==> src/rtl/chnlnk_pkg.sv <==
// Shared types and constants for the channel-link frame builder.
// Latency: none (declarations only).
// Backpressure: none.
package chnlnk_pkg;

    typedef enum logic [1:0] {
        IDLE = 2'd0,
        BODY = 2'd1,
        CRC  = 2'd2
    } state_t;

    localparam logic [15:0] IDLE_WRD = 16'h50BC;   // K28.5 in the low byte
    localparam logic [3:0]  HDR_TAG  = 4'hA;
    localparam logic [15:0] CRC_INIT = 16'hFFFF;
    localparam logic [15:0] CRC_POLY = 16'h1021;   // CCITT

    // Header field positions: {tag, 5'b0, seq}
    localparam int HDR_TAG_MSB = 15;
    localparam int HDR_TAG_LSB = 12;
    localparam int HDR_SEQ_MSB = 6;
    localparam int HDR_SEQ_LSB = 0;

    localparam logic [1:0] TXK_IDLE = 2'b01;       // comma in low byte
    localparam logic [1:0] TXK_DATA = 2'b00;

    function automatic logic [15:0] mk_hdr(input logic [3:0] tag, input logic [6:0] seq);
        logic [15:0] h;
        h = '0;
        h[HDR_TAG_MSB:HDR_TAG_LSB] = tag;
        h[HDR_SEQ_MSB:HDR_SEQ_LSB] = seq;
        return h;
    endfunction

endpackage

==> src/rtl/chnlnk_crc16.sv <==
// Next-state CRC-16/CCITT over one 16-bit word, MSB first, no reflection.
// Latency: combinational.
// Backpressure: none.
module chnlnk_crc16
    import chnlnk_pkg::*;
(
    input  logic [15:0] crc_in,
    input  logic [15:0] data,
    output logic [15:0] crc_out
);

    // Sixteen serial LFSR steps, unrolled by the loop into one XOR network.
    always_comb begin
        logic [15:0] c;
        c = crc_in;
        for (int i = 15; i >= 0; i--) begin
            if (c[15] ^ data[i]) begin
                c = {c[14:0], 1'b0} ^ CRC_POLY;
            end else begin
                c = {c[14:0], 1'b0};
            end
        end
        crc_out = c;
    end

endmodule

==> src/rtl/chnlnk_frame_builder.sv <==
// Assembles header / data / CRC-16 trailer transmit words, comma idles between frames.
// Latency: one cycle from input strobe to TXD; CRC word two cycles after LAST_WRD.
// Backpressure: none; misplaced strobes are dropped and flagged on sticky PROTO_ERR.
module chnlnk_frame_builder #(
    parameter logic [15:0] IDLE_WRD = chnlnk_pkg::IDLE_WRD,
    parameter logic [3:0]  HDR_TAG  = chnlnk_pkg::HDR_TAG,
    parameter logic [15:0] CRC_INIT = chnlnk_pkg::CRC_INIT
) (
    input  logic        CLK,
    input  logic        RST_N,
    input  logic        HDR,
    input  logic        VALID,
    input  logic        LAST_WRD,
    input  logic        CLR_CRC,
    input  logic [6:0]  SEQ,
    input  logic [15:0] DIN,
    output logic [15:0] TXD,
    output logic [1:0]  TXK,
    output logic        TX_VLD,
    output logic [15:0] FRM_CNT,
    output logic        PROTO_ERR
);
    import chnlnk_pkg::*;

    state_t      state_q, state_d;
    logic [15:0] crc_q, crc_d;
    logic [15:0] txd_q, txd_d;
    logic [1:0]  txk_q, txk_d;
    logic        tx_vld_q, tx_vld_d;
    logic [15:0] frm_cnt_q, frm_cnt_d;
    logic        proto_err_q, proto_err_d;

    logic [15:0] hdr_wrd;
    logic [15:0] crc_base;
    logic [15:0] crc_word_in;
    logic [15:0] crc_next;

    assign hdr_wrd     = mk_hdr(HDR_TAG, SEQ);
    // CLR_CRC reseeds before any word folded in the same cycle.
    assign crc_base    = CLR_CRC ? CRC_INIT : crc_q;
    // Only a header can be absorbed from IDLE; elsewhere the word is DIN.
    assign crc_word_in = (state_q == IDLE) ? hdr_wrd : DIN;

    chnlnk_crc16 u_crc16 (
        .crc_in  (crc_base),
        .data    (crc_word_in),
        .crc_out (crc_next)
    );

    // Next-state, next-CRC and next-output selection.
    always_comb begin
        state_d     = state_q;
        crc_d       = crc_base;
        txd_d       = IDLE_WRD;
        txk_d       = TXK_IDLE;
        tx_vld_d    = 1'b0;
        frm_cnt_d   = frm_cnt_q;
        proto_err_d = proto_err_q;
        case (state_q)
            IDLE: begin
                if (HDR) begin
                    state_d  = BODY;
                    txd_d    = hdr_wrd;
                    txk_d    = TXK_DATA;
                    tx_vld_d = 1'b1;
                    crc_d    = crc_next;
                end
                // data with no open frame; with HDR the header still wins
                if (VALID) begin
                    proto_err_d = 1'b1;
                end
            end
            BODY: begin
                if (HDR) begin
                    // nested header: drop it (and any data beside it), keep the frame
                    proto_err_d = 1'b1;
                end else if (VALID) begin
                    txd_d    = DIN;
                    txk_d    = TXK_DATA;
                    tx_vld_d = 1'b1;
                    crc_d    = crc_next;
                    if (LAST_WRD) begin
                        state_d = CRC;
                    end
                end
            end
            CRC: begin
                txd_d     = crc_q;
                txk_d     = TXK_DATA;
                tx_vld_d  = 1'b1;
                frm_cnt_d = frm_cnt_q + 16'd1;
                state_d   = IDLE;
                if (HDR || VALID) begin
                    proto_err_d = 1'b1;
                end
            end
            default: begin
                state_d = IDLE;
            end
        endcase
    end

    // All state and outputs registered; reset aborts any frame in flight.
    always_ff @(posedge CLK or negedge RST_N) begin
        if (!RST_N) begin
            state_q     <= IDLE;
            crc_q       <= CRC_INIT;
            txd_q       <= IDLE_WRD;
            txk_q       <= TXK_IDLE;
            tx_vld_q    <= 1'b0;
            frm_cnt_q   <= '0;
            proto_err_q <= 1'b0;
        end else begin
            state_q     <= state_d;
            crc_q       <= crc_d;
            txd_q       <= txd_d;
            txk_q       <= txk_d;
            tx_vld_q    <= tx_vld_d;
            frm_cnt_q   <= frm_cnt_d;
            proto_err_q <= proto_err_d;
        end
    end

    assign TXD       = txd_q;
    assign TXK       = txk_q;
    assign TX_VLD    = tx_vld_q;
    assign FRM_CNT   = frm_cnt_q;
    assign PROTO_ERR = proto_err_q;

endmodule

==> config.mk <==
export PLATFORM = sky130hd
export DESIGN_NAME = chnlnk_frame_builder
export DESIGN_NICKNAME = d
export VERILOG_FILES = /design/src/rtl/chnlnk_pkg.sv /design/src/rtl/chnlnk_crc16.sv /design/src/rtl/chnlnk_frame_builder.sv
export SDC_FILE = /design/constraint.sdc
export NUM_CORES = 1
export LEC_CHECK = 0
export CAP_MARGIN = 10
export CORE_MARGIN = 10
export CORE_UTILIZATION = 42
export DETAILED_ROUTE_END_ITERATION = 10
export HOLD_SLACK_MARGIN = 0.08
export PLACE_DENSITY_LB_ADDON = 0.15
export SLEW_MARGIN = 5
export SYNTH_ARGS = -nofsm -noshare
export SYNTH_HDL_FRONTEND = slang
export SYNTH_HIERARCHICAL = 1
export SYNTH_SLANG_ARGS = --single-unit
export TNS_END_PERCENT = 20
==> constraint.sdc <==
create_clock -name CLK -period 4.3 [get_ports CLK]
set_input_delay 0.645 -clock CLK [delete_from_list [all_inputs] [get_ports CLK]]
set_output_delay 0.645 -clock CLK [all_outputs]
set_load 0.01 [all_outputs]
==> impl_metrics.toml <==
# generated from flow reports
[detailed_routing]
antenna_violating_nets_post_route = 0
drt-initial-drc-count = 36
detailed_router_iteration_count_before_antenna_repair = 4

[final_timing]
timing.fmax_mhz = 313
grt_setup_unrepaired = "no"
fin_crit_sh = 0.742
max_slew_margin = 0.406
whs_ns = 0.326
max_slew.worst_pin.slew_ns = 0.889

[final_layout]
comb-cell-share = 0.433
seq_area_frac = 0.343
layout.clock_buffers = 6
post-route-util = 0.542
nNonClkInverters = 3
layout.area.comb_sq_um = 1710
layout_top_cells_excl_fill_tap = "sky130_fd_sc_hd__clkdlybuf4s50_1, sky130_fd_sc_hd__xnor2_1, sky130_fd_sc_hd__dfrtp_1, sky130_fd_sc_hd__dfstp_2"
sequential_cell_area_sq_um = 1360
clockNetworkAreaShare = 0.0272
area.growth.synth_to_final_pct = 25.0
design.final.nets = 351

[logic_synthesis]
mappedNetlistArea_sq_um = 3160
yosys_cells = 261
post_synth_ao_oa_area_fraction = 0.0689
post_synth_main_logic_family = "XOR/XNOR gates"
simple_gate_share = 0.137
postSynthCellCount = 261
yosys.stat.seqShare = 0.429
netlist.area_leader.share = 0.230
top_area_cell = "sky130_fd_sc_hd__dfrtp_1"
synthTopCellsByCount = "sky130_fd_sc_hd__xnor2_1, sky130_fd_sc_hd__dfrtp_1, sky130_fd_sc_hd__dfstp_2, sky130_fd_sc_hd__mux2_2, sky130_fd_sc_hd__or2_2"
flop_cell = "sky130_fd_sc_hd__dfrtp_1"
number_of_flops_mapped_to_enable_cells_by_yosys = 0

[worst_setup_path]
worst-path-buf-inv = 0
crit_arrival_ns = 3.43
critical_path_depth = 7
rr_startpoint = "state_q[0]"
critical_path.startpoint_type = "register"

[global_routing]
grt_pass1_vias = 2242
maximum_number_of_pins_on_one_net_before_global_route_repair = 28
gr-total-overflow = 0
grt.total_usage = 0.129

[floorplan]
core_util_floorplan = 0.433
design.portCount = 65
die_x_um = 107
core.rowCount = 31

[worst_hold_path]
worstHoldPathType = "input port to async pin"

[placement]
placedInstanceArea_sq_um = 3840
portBuffers = 63

[clock_network]
cts-buffers-inserted = 5
clkTransAtPathRegs_ns = 0.10
clock-root-buffer = "sky130_fd_sc_hd__clkbuf_8"

[outcome]
outcome = "finished clean"

[pwr]
power.total_uw = 2000

[flow_run]
log.warning_count = 26
## worst min path at each step
stage / cells after the start / startpoint / to
after global placement: 1 / FRM_CNT[15] / FRM_CNT[15]
after CTS: 1 / RST_N / FRM_CNT[13]
after detailed placement: 1 / FRM_CNT[15] / FRM_CNT[15]
final: 1 / RST_N / FRM_CNT[13]
after floorplan: 0 / RST_N / FRM_CNT[0]
after global routing: 1 / RST_N / FRM_CNT[12]
## where the power goes
part | internal [uW] | switching, uW
Clock | 173 | 162
Combinational | 561 | 422
Sequential | 630 | 57.8
## registers in the layout, indices dropped and copies added (netlist names)
register   flops
FRM_CNT       16
PROTO_ERR      1
TXD           16
TXK            1
TX_VLD         1
crc_q         16
state_q        2
## kinds of logic (layout without fill, tap and decap cells)
logic type / count (synthesis) / count (layout)
and+or+nand+nor: 68 / 68
xor gates and xnor gates: 65 / 65
DFF: 53 / 53
AOI/OAI and AO/OA: 30 / 30
muxes: 28 / 28
buffers and inverters: 15 / 76
adders and majority gates: 1 / 1
other: 1 / 1
## worst reg2reg max path, stage by stage (launching register included)
cell	delay [ns]
sky130_fd_sc_hd__dfrtp_1	0.60
sky130_fd_sc_hd__nor2_2	0.70
sky130_fd_sc_hd__or2_2	0.27
sky130_fd_sc_hd__xor2_2	0.29
sky130_fd_sc_hd__xor3_2	0.53
sky130_fd_sc_hd__xnor2_1	0.33
sky130_fd_sc_hd__xnor2_1	0.12
sky130_fd_sc_hd__mux2_2	0.28
## routing by layer
layer / routed length (um) / vias to the layer above / track usage / share of wire
li1: - / 1007 / - / -
met1: 3160 / 1034 / 0.155 / 0.44
met2: 3680 / 29 / 0.223 / 0.51
met3: 282 / 6 / 0.0311 / 0.039
met4: 76 / 0 / 0.0348 / 0.011
met5: 0 / - / 0 / 0
**Gate-type map**

Drawn at 2 px/um.
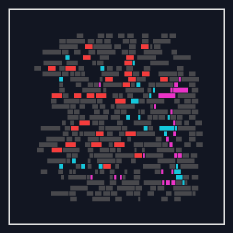
Red marks mux cells, cells 28. Magenta marks nand cells, cells 23. Cyan marks nor cells, cells 23.

**Layout detail**

Region (41, 20) to (66, 45) um. Cells in gray, sequential cells in the stronger gray; small squares are vias.
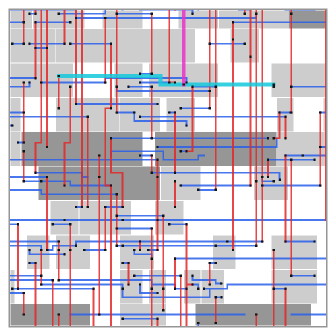
Magenta marks metal 4. Red marks metal 2. Blue marks metal 1. Cyan marks metal 3.
Netlist names of flops here include `crc_q` (3), `TXD` (2). Sequential cells in the window: 5. 37 logic cells have their middle in the window. Most frequent: or2_2 (4).

Power and IR drop assume default switching activity.
